<file path="src/rtl/pplsort_n.sv">
// rtl/pplsort_n.sv - pipelined N-key odd-even transposition sorter with ready/valid flow control
// Optional key index tags under SORT_TAG_EN.
module pplsort_n #(
   parameter int WIDTH = 3,
   parameter int N     = 3
) (
   input  logic               clk,
   input  logic               rst,
   input  logic               in_valid,
   output logic               in_ready,
   input  logic [N*WIDTH-1:0] in_data,
   input  logic               in_desc,
   output logic               out_valid,
   input  logic               out_ready,
   output logic [N*WIDTH-1:0] out_data
`ifdef SORT_TAG_EN
   ,
   output logic [N*3-1:0]     out_tag
`endif
);

   logic               w_adv;
   logic [N*WIDTH-1:0] r_data [N];
   logic               r_desc [N-1];
   logic               r_valid [N];
   logic [N*WIDTH-1:0] w_din [N];
   logic [N*WIDTH-1:0] w_dout [N];
   logic               w_desc_in [N];
   logic               w_valid_in [N];
   logic [WIDTH-1:0]   w_a;
   logic [WIDTH-1:0]   w_b;
   logic               w_swap;
`ifdef SORT_TAG_EN
   logic [N*3-1:0]     r_tag [N];
   logic [N*3-1:0]     w_tin [N];
   logic [N*3-1:0]     w_tout [N];
   logic [2:0]         w_ta;
`endif

   // The whole pipeline moves as one; a stalled output freezes every stage.
   assign w_adv     = ~r_valid[N-1] | out_ready;
   assign in_ready  = w_adv;
   assign out_valid = r_valid[N-1];
   assign out_data  = r_data[N-1];
`ifdef SORT_TAG_EN
   assign out_tag   = r_tag[N-1];
`endif

   always_comb begin
      w_din[0]      = in_data;
      w_desc_in[0]  = in_desc;
      w_valid_in[0] = in_valid;
`ifdef SORT_TAG_EN
      for (int k = 0; k < N; k++) w_tin[0][(N-k)*3-1 -: 3] = 3'(k);
`endif
      for (int s = 1; s < N; s++) begin
         w_din[s]      = r_data[s-1];
         w_desc_in[s]  = r_desc[s-1];
         w_valid_in[s] = r_valid[s-1];
`ifdef SORT_TAG_EN
         w_tin[s]      = r_tag[s-1];
`endif
      end
   end

   // Strict comparison keeps equal keys in place, which makes the network stable.
   always_comb begin
      w_a    = '0;
      w_b    = '0;
      w_swap = 1'b0;
`ifdef SORT_TAG_EN
      w_ta   = '0;
`endif
      for (int s = 0; s < N; s++) begin
         w_dout[s] = w_din[s];
`ifdef SORT_TAG_EN
         w_tout[s] = w_tin[s];
`endif
         for (int k = s % 2; k + 1 < N; k += 2) begin
            w_a    = w_din[s][(N-k)*WIDTH-1 -: WIDTH];
            w_b    = w_din[s][(N-k-1)*WIDTH-1 -: WIDTH];
            w_swap = w_desc_in[s] ? (w_a < w_b) : (w_a > w_b);
            if (w_swap) begin
               w_dout[s][(N-k)*WIDTH-1 -: WIDTH]   = w_b;
               w_dout[s][(N-k-1)*WIDTH-1 -: WIDTH] = w_a;
`ifdef SORT_TAG_EN
               w_ta                          = w_tin[s][(N-k)*3-1 -: 3];
               w_tout[s][(N-k)*3-1 -: 3]     = w_tin[s][(N-k-1)*3-1 -: 3];
               w_tout[s][(N-k-1)*3-1 -: 3]   = w_ta;
`endif
            end
         end
      end
   end

   always_ff @(posedge clk) begin
      if (!rst) begin
         for (int s = 0; s < N; s++) begin
            r_data[s]  <= '0;
            r_valid[s] <= 1'b0;
`ifdef SORT_TAG_EN
            r_tag[s]   <= '0;
`endif
         end
         for (int s = 0; s < N-1; s++) r_desc[s] <= 1'b0;
      end else if (w_adv) begin
         for (int s = 0; s < N; s++) begin
            r_data[s]  <= w_dout[s];
            r_valid[s] <= w_valid_in[s];
`ifdef SORT_TAG_EN
            r_tag[s]   <= w_tout[s];
`endif
         end
         for (int s = 0; s < N-1; s++) r_desc[s] <= w_desc_in[s];
      end
   end

endmodule
</file>
<file path="config.mk">
export PLATFORM = sky130hd
export DESIGN_NAME = pplsort_n
export DESIGN_NICKNAME = d
export VERILOG_FILES = /design/src/rtl/pplsort_n.sv
export SDC_FILE = /design/constraint.sdc
export NUM_CORES = 1
export LEC_CHECK = 0
export CAP_MARGIN = 20
export CORE_MARGIN = 8
export CORE_UTILIZATION = 54
export CTS_CLUSTER_DIAMETER = 50
export CTS_CLUSTER_SIZE = 12
export DETAILED_ROUTE_END_ITERATION = 8
export GPL_TIMING_DRIVEN = 0
export PLACE_DENSITY = 0.76
export SYNTH_ARGS = -nofsm -noshare
export SYNTH_HDL_FRONTEND = slang
export SYNTH_SLANG_ARGS = --single-unit
</file>
<file path="constraint.sdc">
create_clock -name clk -period 2.3 [get_ports clk]
set_input_delay 0.46 -clock clk [delete_from_list [all_inputs] [get_ports clk]]
set_output_delay 0.46 -clock clk [all_outputs]
set_load 0.05 [all_outputs]
</file>
==> impl_metrics.json <==
{
  "synthFlopType": "edfxtp_1",
  "p_per_area_nw_per_um2": 728,
  "clock_area_share_pct": 3.54,
  "syn_area_per_cell_um2": 11.9,
  "nClkBuffers": 6,
  "ys_seq_share_pct": 54.7,
  "ant_nets": 0,
  "cts_tree": "built",
  "gp_congestion": 0.906,
  "synth_nets": 171,
  "setup.worst_path.end_class": "register",
  "clockRootBuffer": "clkbuf_4",
  "drv_cap": 0,
  "grt_usage_pct": 14.3,
  "mux_area_share_pct": 4.70,
  "topCellsByArea": "edfxtp_1 (55%), ha_1 (6.4%), and3_1 (5.7%)",
  "h-tree-depth": 2,
  "tool_warnings": 26,
  "wirelength_um": 3420,
  "yosysTopAreaCell": "edfxtp_1",
  "vias": 1232,
  "clk-power_mw": 0.416,
  "dieArea_um2": 5330,
  "slowest_delay_ps": 510,
  "yosys.area_share.simple_pct": 15.0,
  "nNetsFinal": 203,
  "fmax_mhz": 477,
  "pwr-share-clk_pct": 26.5,
  "route.detailed.drc": 0,
  "reg2reg_to": "r_data[0][10]$_SDFFCE_PN0P_",
  "clk_pin_slew_ps": 100,
  "leakage_nw": 0.925,
  "lay_top_cells": "edfxtp_1 (32), clkdlybuf4s50_1 (23), and3_1 (16), nand3_1 (14)",
  "cp-startpoint": "in_data[5]",
  "comb_power_mw": 0.422,
  "hold_viol_final": 0,
  "swShare_pct": 28.8,
  "port_buffers": 24,
  "top_power_group": "sequential cells",
  "io-pin-count": 25,
  "p_total_mw": 1.57,
  "ys.warnings.count": 0,
  "synthAoiAreaFrac_pct": 12.5,
  "diodes": 0,
  "rr_worst_depth": 6,
  "cts_made_buffers": 5,
  "rsz0062_at_grt": "false",
  "arrival_ps": 2160,
  "setup_viol": 0,
  "p_seq_share_pct": 46.6,
  "crit_slowest_cell": "clkdlybuf4s50_1",
  "hpwl_um": 2680,
  "startpoint_type": "input pin",
  "comb_area_share_pct": 31.5,
  "final-nonclk-buf-share_pct": 16.2,
  "maxSlewViolCount": 0,
  "holdPathStages": 1,
  "cts_hold_buffers": 0,
  "outcome": "completed",
  "tightest_slew_ps": 514,
  "ir_drop_mv": 0.463,
  "cp.depth": 7,
  "setup_ws_ps": 203,
  "syn-cell-area_um2": 1760,
  "layout.cells.most_common": "edfxtp_1",
  "initCoreUtil_pct": 57.0,
  "largestClassByArea": "flip-flops and latches",
  "fillers": 230,
  "die_width_um": 73.0,
  "cts_max_path_buffers": 2,
  "seq_area_um2": 961,
  "slew-limit-headroom_pct": 65.7
}
-- registers in the layout (all words and copies together), names as in the netlist --
register  flops
r_valid       3
r_data       27
r_desc        2
-- timing repair --
item                                    CTS  global route
resized                                   5             0
buffers inserted                          0             1
endpoints found under the setup margin    1            23
pin swaps                                 0             1
-- per-stage QoR --
stage                     setup TNS [ps]  hold WS, ps  area, um^2  util [%]
final                                  0          559        2150      70.0
after global routing                   0          564        2150      70.0
after CTS                              0          565        2150      69.8
after detailed placement           -7500          542        2080      67.5
after global placement            -23770          535        2050      66.6
after floorplan                        0          528        1760         -
-- metal layers --
layer	track usage (%)	vias up	wire length (um)
met2	25.9	43	1790
met3	4.53	10	143
met5	0	-	0
met4	7.33	0	87
met1	14.1	567	1400
li1	-	612	-
Figure 1. Placement view.
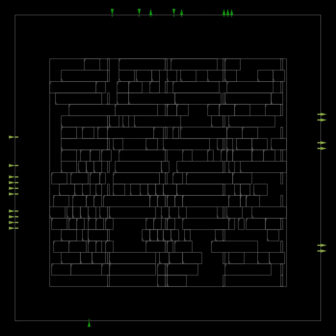
Flop Count: 32
core area: 3080 um^2
Post-Layout Cell Count: 225
Seq/total area: 44.6%

Figure 2. Metal layers overlaid.
Only two layers are drawn.
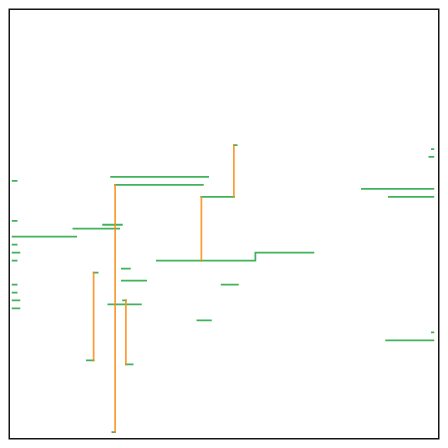
colour	layer	wire length
green	M3	143 um
orange	M4	87.7 um

Power and IR drop assume default switching activity.
